===== src/rtl/ni_flit_bridge.sv =====
// +----------------------------------------------------------------------------+
// | ni_flit_bridge : processor <-> NoC router network interface (TX + RX)      |
// | Rev 1.0 : initial release                                                  |
// +----------------------------------------------------------------------------+
`default_nettype none
`timescale 1ns/1ps

module ni_flit_bridge #(
  parameter int                               FLIT_W    = 8,
  parameter int                               DATA_W    = 32,
  parameter int                               ADDR_W    = 2,
  parameter int                               LEN_W     = 3,
  parameter logic [FLIT_W-ADDR_W-LEN_W-1:0]   HDR_MARK  = 3'b101,
  parameter logic [FLIT_W-1:0]                TAIL_FLIT = {FLIT_W{1'b1}}
) (
  input  logic                clk,
  input  logic                rst,
  // processor TX
  input  logic [DATA_W-1:0]   i_tx_data,
  input  logic [ADDR_W-1:0]   i_tx_dest,
  input  logic                i_tx_valid,
  output logic                o_tx_ready,
  // router out
  output logic [FLIT_W-1:0]   o_noc_out_flit,
  output logic                o_noc_out_valid,
  input  logic                i_noc_out_ready,
  // router in
  input  logic [FLIT_W-1:0]   i_noc_in_flit,
  input  logic                i_noc_in_valid,
  output logic                o_noc_in_ready,
  // processor RX
  output logic [DATA_W-1:0]   o_rx_data,
  output logic [ADDR_W-1:0]   o_rx_dest,
  output logic [LEN_W-1:0]    o_rx_len,
  output logic                o_rx_valid,
  input  logic                i_rx_ready,
  output logic                o_rx_err
);

  localparam int               c_n_flits = DATA_W / FLIT_W;
  localparam int               c_mark_w  = FLIT_W - ADDR_W - LEN_W;
  localparam logic [LEN_W-1:0] c_len_one = LEN_W'(1);
  localparam logic [LEN_W-1:0] c_len_max = LEN_W'(c_n_flits);

  localparam logic [1:0] T_IDLE = 2'd0;
  localparam logic [1:0] T_HEAD = 2'd1;
  localparam logic [1:0] T_DATA = 2'd2;
  localparam logic [1:0] T_TAIL = 2'd3;

  localparam logic [1:0] R_HEAD = 2'd0;
  localparam logic [1:0] R_DATA = 2'd1;
  localparam logic [1:0] R_TAIL = 2'd2;
  localparam logic [1:0] R_HOLD = 2'd3;

  // ---------------------------------------------------------------- TX path
  logic [1:0]        r_tx_state;
  logic [DATA_W-1:0] r_tx_data;
  logic [ADDR_W-1:0] r_tx_dest;
  logic [LEN_W-1:0]  r_tx_len;
  logic [LEN_W-1:0]  r_tx_idx;
  logic [LEN_W-1:0]  w_tx_len;
  logic [FLIT_W-1:0] w_out_flit;
  logic              w_tx_accept;
  logic              w_out_xfer;

  // Highest non-zero flit sets the length; an all-zero word still sends one flit.
  always_comb begin
    w_tx_len = c_len_one;
    for (int k = 0; k < c_n_flits; k++) begin
      if (i_tx_data[k*FLIT_W +: FLIT_W] != '0) begin
        w_tx_len = LEN_W'(k + 1);
      end
    end
  end

  always_comb begin
    w_out_flit = '0;
    case (r_tx_state)
      T_HEAD:  w_out_flit = {HDR_MARK, r_tx_len, r_tx_dest};
      T_DATA:  w_out_flit = r_tx_data[FLIT_W-1:0];
      T_TAIL:  w_out_flit = TAIL_FLIT;
      default: w_out_flit = '0;
    endcase
  end

  assign o_tx_ready      = (r_tx_state == T_IDLE);
  assign o_noc_out_valid = (r_tx_state != T_IDLE);
  assign o_noc_out_flit  = w_out_flit;
  assign w_tx_accept     = i_tx_valid && o_tx_ready;
  assign w_out_xfer      = o_noc_out_valid && i_noc_out_ready;

  always_ff @(posedge clk or posedge rst) begin
    if (rst) begin
      r_tx_state <= T_IDLE;
      r_tx_data  <= '0;
      r_tx_dest  <= '0;
      r_tx_len   <= '0;
      r_tx_idx   <= '0;
    end else begin
      case (r_tx_state)
        T_IDLE: begin
          if (w_tx_accept) begin
            r_tx_data  <= i_tx_data;
            r_tx_dest  <= i_tx_dest;
            r_tx_len   <= w_tx_len;
            r_tx_idx   <= '0;
            r_tx_state <= T_HEAD;
          end
        end
        T_HEAD: begin
          if (w_out_xfer) begin
            r_tx_state <= T_DATA;
          end
        end
        T_DATA: begin
          // Payload leaves LS flit first, so shifting keeps the next flit at bit 0.
          if (w_out_xfer) begin
            r_tx_data <= r_tx_data >> FLIT_W;
            r_tx_idx  <= r_tx_idx + c_len_one;
            if (r_tx_idx == (r_tx_len - c_len_one)) begin
              r_tx_state <= T_TAIL;
            end
          end
        end
        T_TAIL: begin
          if (w_out_xfer) begin
            r_tx_state <= T_IDLE;
          end
        end
        default: r_tx_state <= T_IDLE;
      endcase
    end
  end

  // ---------------------------------------------------------------- RX path
  logic [1:0]          r_rx_state;
  logic [DATA_W-1:0]   r_rx_buf;
  logic [ADDR_W-1:0]   r_rx_dest;
  logic [LEN_W-1:0]    r_rx_len;
  logic [LEN_W-1:0]    r_rx_idx;
  logic                r_rx_err;
  logic                w_in_xfer;
  logic [c_mark_w-1:0] w_hdr_mark;
  logic [LEN_W-1:0]    w_hdr_len;
  logic [ADDR_W-1:0]   w_hdr_dest;
  logic                w_hdr_ok;

  assign w_hdr_mark = i_noc_in_flit[FLIT_W-1 -: c_mark_w];
  assign w_hdr_len  = i_noc_in_flit[ADDR_W +: LEN_W];
  assign w_hdr_dest = i_noc_in_flit[ADDR_W-1:0];
  assign w_hdr_ok   = (w_hdr_mark == HDR_MARK) && (w_hdr_len != '0) &&
                      (w_hdr_len <= c_len_max);

  assign o_noc_in_ready = (r_rx_state != R_HOLD);
  assign w_in_xfer      = i_noc_in_valid && o_noc_in_ready;
  assign o_rx_valid     = (r_rx_state == R_HOLD);
  assign o_rx_data      = r_rx_buf;
  assign o_rx_dest      = r_rx_dest;
  assign o_rx_len       = r_rx_len;
  assign o_rx_err       = r_rx_err;

  always_ff @(posedge clk or posedge rst) begin
    if (rst) begin
      r_rx_state <= R_HEAD;
      r_rx_buf   <= '0;
      r_rx_dest  <= '0;
      r_rx_len   <= '0;
      r_rx_idx   <= '0;
      r_rx_err   <= 1'b0;
    end else begin
      r_rx_err <= 1'b0;
      case (r_rx_state)
        R_HEAD: begin
          if (w_in_xfer) begin
            if (w_hdr_ok) begin
              r_rx_dest  <= w_hdr_dest;
              r_rx_len   <= w_hdr_len;
              r_rx_buf   <= '0;
              r_rx_idx   <= '0;
              r_rx_state <= R_DATA;
            end else begin
              r_rx_err <= 1'b1;
            end
          end
        end
        R_DATA: begin
          if (w_in_xfer) begin
            for (int k = 0; k < c_n_flits; k++) begin
              if (r_rx_idx == LEN_W'(k)) begin
                r_rx_buf[k*FLIT_W +: FLIT_W] <= i_noc_in_flit;
              end
            end
            r_rx_idx <= r_rx_idx + c_len_one;
            if (r_rx_idx == (r_rx_len - c_len_one)) begin
              r_rx_state <= R_TAIL;
            end
          end
        end
        R_TAIL: begin
          if (w_in_xfer) begin
            if (i_noc_in_flit == TAIL_FLIT) begin
              r_rx_state <= R_HOLD;
            end else begin
              r_rx_err   <= 1'b1;
              r_rx_state <= R_HEAD;
            end
          end
        end
        R_HOLD: begin
          if (i_rx_ready) begin
            r_rx_state <= R_HEAD;
          end
        end
        default: r_rx_state <= R_HEAD;
      endcase
    end
  end

endmodule

`default_nettype wire


===== config.mk =====
export PLATFORM = sky130hd
export DESIGN_NAME = ni_flit_bridge
export DESIGN_NICKNAME = d
export VERILOG_FILES = /design/src/rtl/ni_flit_bridge.sv
export SDC_FILE = /design/constraint.sdc
export NUM_CORES = 1
export LEC_CHECK = 0
export ABC_AREA = 1
export ABC_CLOCK_PERIOD_IN_PS = 3700
export CAP_MARGIN = 20
export CORE_MARGIN = 3
export CORE_UTILIZATION = 49
export DETAILED_ROUTE_END_ITERATION = 10
export PLACE_DENSITY_LB_ADDON = 0.25
export SYNTH_ARGS = -nofsm -noshare
export SYNTH_HDL_FRONTEND = slang
export SYNTH_SLANG_ARGS = --single-unit

===== constraint.sdc =====
create_clock -name clk -period 3.7 [get_ports clk]
set_clock_uncertainty 0.15 [all_clocks]
set_input_delay 0.925 -clock clk [delete_from_list [all_inputs] [get_ports clk]]
set_output_delay 0.925 -clock clk [all_outputs]
set_load 0.005 [all_outputs]

==> images/registers.png <==
Other sequential cells in the stronger gray, the rest of the logic in the fainter gray.
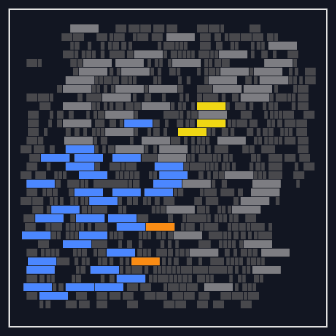
orange -> o_rx_dest  # sequential cells 2
yellow -> r_tx_len  # sequential cells 3
blue -> o_rx_data  # sequential cells 32
not colored = 48
flop share of the area: 0.382
FF+latch area: 0.00213 mm2
Seq power: 1.61 mW
final core occ: 0.664

==> images/final_clocks.png <==
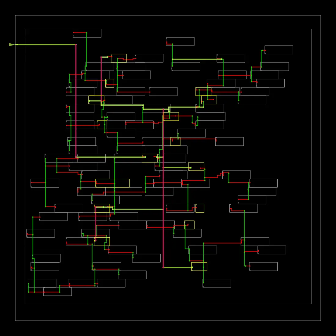
clock group power: 0.688 mW
clk sink count: 85
Insertion Delay late pin: 0.36 ns
Clock buffer cells: 10
total CTS buffers: 9

==> images/gate_families.png <==
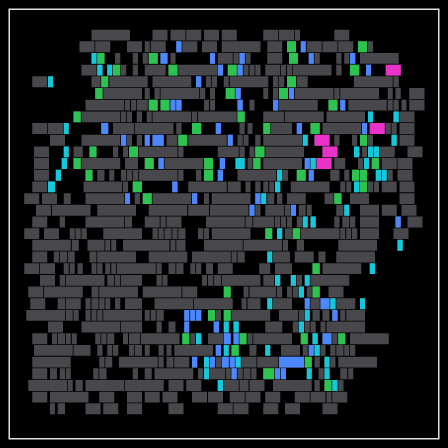
blue -> NOR gates  # cells 59, most used nor2_1
cyan -> inverters  # cells 56, most used inv_1
magenta -> AND-OR and OR-AND gates  # cells 5, most used a221o_1
green -> inverting AOI/OAI gates  # cells 56, most used a31oi_1
Finished Layout Cells: 756
most frequent logic cell in the layout: nand2_1
Comb/total area: 0.337

==> images/zoom.png <==
Region (0, 50) to (50, 100) um. Cells in gray, sequential cells in the stronger gray; small squares are vias.
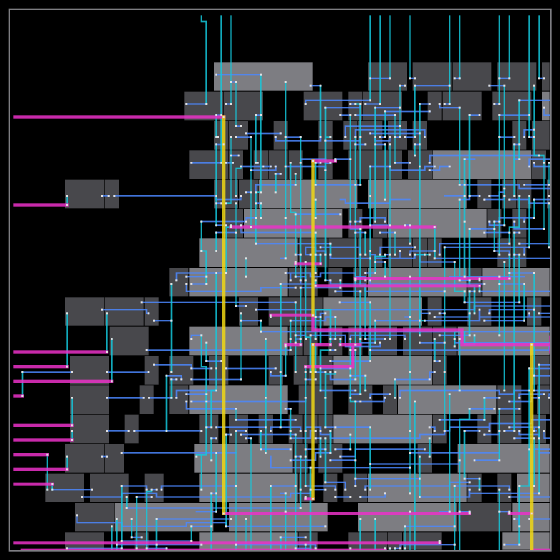
blue -> met1
cyan -> met2
magenta -> met3
yellow -> met4
cells with their middle in the window = 147
most frequent = nand2_1 (39), clkdlybuf4s50_1 (25), dfrtp_1 (25)
sequential cells in the window = 25
netlist names of flops here include = r_tx_data (19), o_rx_data (6)

==> images/pdn.png <==
Pins as bars on the die edge.
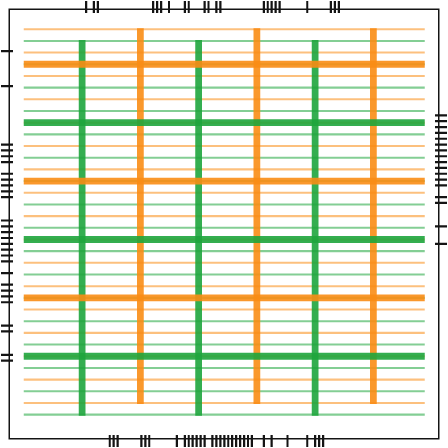
green -> VSS
orange -> VDD
rows = 33
signal pins = 98
Die Span X: 99.7 um
core area: 0.00838 mm2
Die Y: 99.7 um
Max VDD drop: 377 uV

[synth_stat cells (2+ instances only)]
master	count
ha_1	12
o21ai_0	16
a21oi_1	6
clkbuf_1	5
nand2_2	2
nor2_2	2
inv_2	6
buf_4	3
nand4_1	4
nand2_1	200
nor2_1	51
a31oi_1	24
nand2_4	6
dfrtp_1	85
nand3_1	45
o21ai_1	9
buf_2	8
nor3_1	4
a221o_1	5
inv_1	49
[sequential cells by signal (all words and copies together) (netlist names)]
| register | count |
|---|---|
| r_tx_len | 3 |
| o_rx_err | 1 |
| r_tx_state | 2 |
| o_rx_data | 32 |
| o_rx_len | 3 |
| r_rx_state | 2 |
| r_rx_idx | 3 |
| r_tx_dest | 2 |
| r_tx_data | 32 |
| o_rx_dest | 2 |
| r_tx_idx | 3 |
[critical path: stages (launching register included)]
cell and delay, ns:
dfrtp_1 0.43, inv_1 0.09, ha_1 0.36, a221o_1 0.41, nand2_1 0.06, inv_1 0.04, clkdlybuf4s50_1 0.43
[power groups by stage]
stage / Combinational (mW) / Sequential, mW / Clock, mW
3_5_place_dp: 2.17 / 1.62 / 0
6_report: 2.17 / 1.61 / 0.688
3_3_place_gp: 2.11 / 1.61 / 0
5_1_grt: 2.46 / 1.66 / 0.724
4_1_cts: 2.18 / 1.61 / 0.694
2_1_floorplan: 1.33 / 1.57 / 0
[cell type report]
cell class	instances	area [um2]
well taps	105	131
flip-flops and latches	85	2130
clock inverters	6	71.3
multi-input cells	392	1880
inverters	56	214
fillers	696	2820
clock buffers	10	138
repair buffers	102	1010
[cell families after synthesis]
| family | share of synthesized area |
|---|---|
| adders and majority gates | 0.0349 |
| DFF | 0.495 |
| AOI/OAI and AO/OA | 0.0844 |
| and+or+nand+nor | 0.317 |
| buffers and inverters | 0.0692 |
==> impl_metrics.yaml <==
# synthesis and place-and-route metrics
outcome:
  status: "finished clean"
sta:
  tightest_slew_ns: 0.875
  worst_slack_ns: 0.463
  fin_crit_sh: 0.875
  whs_ns: 0.346
  timing.final.hold_violations: 0
  setup_viol: 0
  final.setup.tns_ns: 0
  timing.fmax_mhz: 309
  final-max-slew-violation-count: 0
  max-slew-margin-rel: 0.416
  fin_crit_ns: 3.24
  rsz0062_at_grt: "false"
synthesis:
  top_cell_area_share: 0.495
  area_leaders: "dfrtp_1 49%, nand2_1 17%, nand3_1 5.2%"
  synth_seq_share: 0.495
  synth.distinct_cells: 28
  largest_area_cell: "dfrtp_1"
  edf_count: 0
  synth.avg_cell_area_um2: 7.82
  synthCells: 550
  yosys_area_mm2: 0.00430
  ys_ff: 85
  syn_area_mm2: 0.00430
  async_flop_share: 1.00
  synth_warnings: 0
  synth_nets: 610
  ff_type: "dfrtp_1"
  yosys-stat-cells: 550
critical_path:
  reg2reg_slack_ns: 0.85
  endpoint: "o_noc_out_flit[4]"
  critPathRequiredTime_ns: 2.62
  reg2reg_from: "r_tx_state[0]"
  r2r-end: "r_tx_data[15]"
  path_max_fanout: 12
  ff2ff_path_depth: 10
  crit_path_start: "r_tx_state[0]"
  startpoint_type: "flip-flop"
  path_class: "reg2out"
  end_kind: "output port"
  crit_arrival_ns: 2.16
cells_and_area:
  layout-drive-gt1-share: 0.0661
  final_layout_top_logic_cells: "200 x nand2_1, 97 x clkdlybuf4s50_1, 85 x dfrtp_1"
  insertedDiodeCount: 0
  stdcell_area_mm2: 0.00557
  nets: 706
  area_delta_synth_final_pct: 29.4
clock_network:
  cts_resized: 0
  cts.hold.buffers_added: 0
  cts.htree.levels: 3
  cts.path.max_buffers: 2
  clockRootBuffer: "clkbuf_8"
  clk_pin_slew_ns: 0.09
  cts_tree: "built"
  postCtsSetupRepairBufs: 0
die:
  fp-row-count: 33
  pin_count: 98
  dieArea_mm2: 0.00994
  initial_core_util: 0.513
placed_design:
  portBuffers: 97
  dp.final_hpwl_mm: 7.96
  gp_congestion: 0.929
  place_area_mm2: 0.00536
  dp_slack_ns: 0.649
  placed_cells: 740
routing:
  dr.pass1.iters: 5
  drtAntennaViolNets: 0
  wire_per_inst_um: 14.3
  wl_met3_um: 687
  met1Wirelength_mm: 4.78
  first_iter_violations: 230
  finalWirelength_mm: 10.8
  drc: 0
  num_vias: 3969
  top_layer: "met4"
  wl_met2_mm: 5.25
  viasPerCell: 5.25
worst_hold_path:
  whs_path_depth: 2
  hp-start: "r_tx_data[29]"
  min_to: "r_tx_data[29]"
  min_path_type: "reg2reg"
power_and_ir_drop:
  clockPowerShare: 0.154
  p_leak_nw: 2.77
  switching_share: 0.405
  p_int_mw: 2.66
  switchingPower_mw: 1.81
  cellPowerDensity_mw_per_mm2: 803
  total_power_mw: 4.47
  p_seq_frac: 0.361
  pwr-share-comb: 0.485
flow_run:
  cap_violations: 0
  warning_count: 32
global_routing:
  grt_pass1_vias: 3819
  antenna_found_initial: 0
  grt_max_degree: 53
  use_met3: 0.0519
  grt_pass1_wl_mm: 18.2
  use_met2: 0.362
  busiest_layer: "met2"
  grt_overflow: 0
  use_met1: 0.314
  grtUsageTotal: 0.228
No activity file was given, so power comes from the tool's default toggle rates.
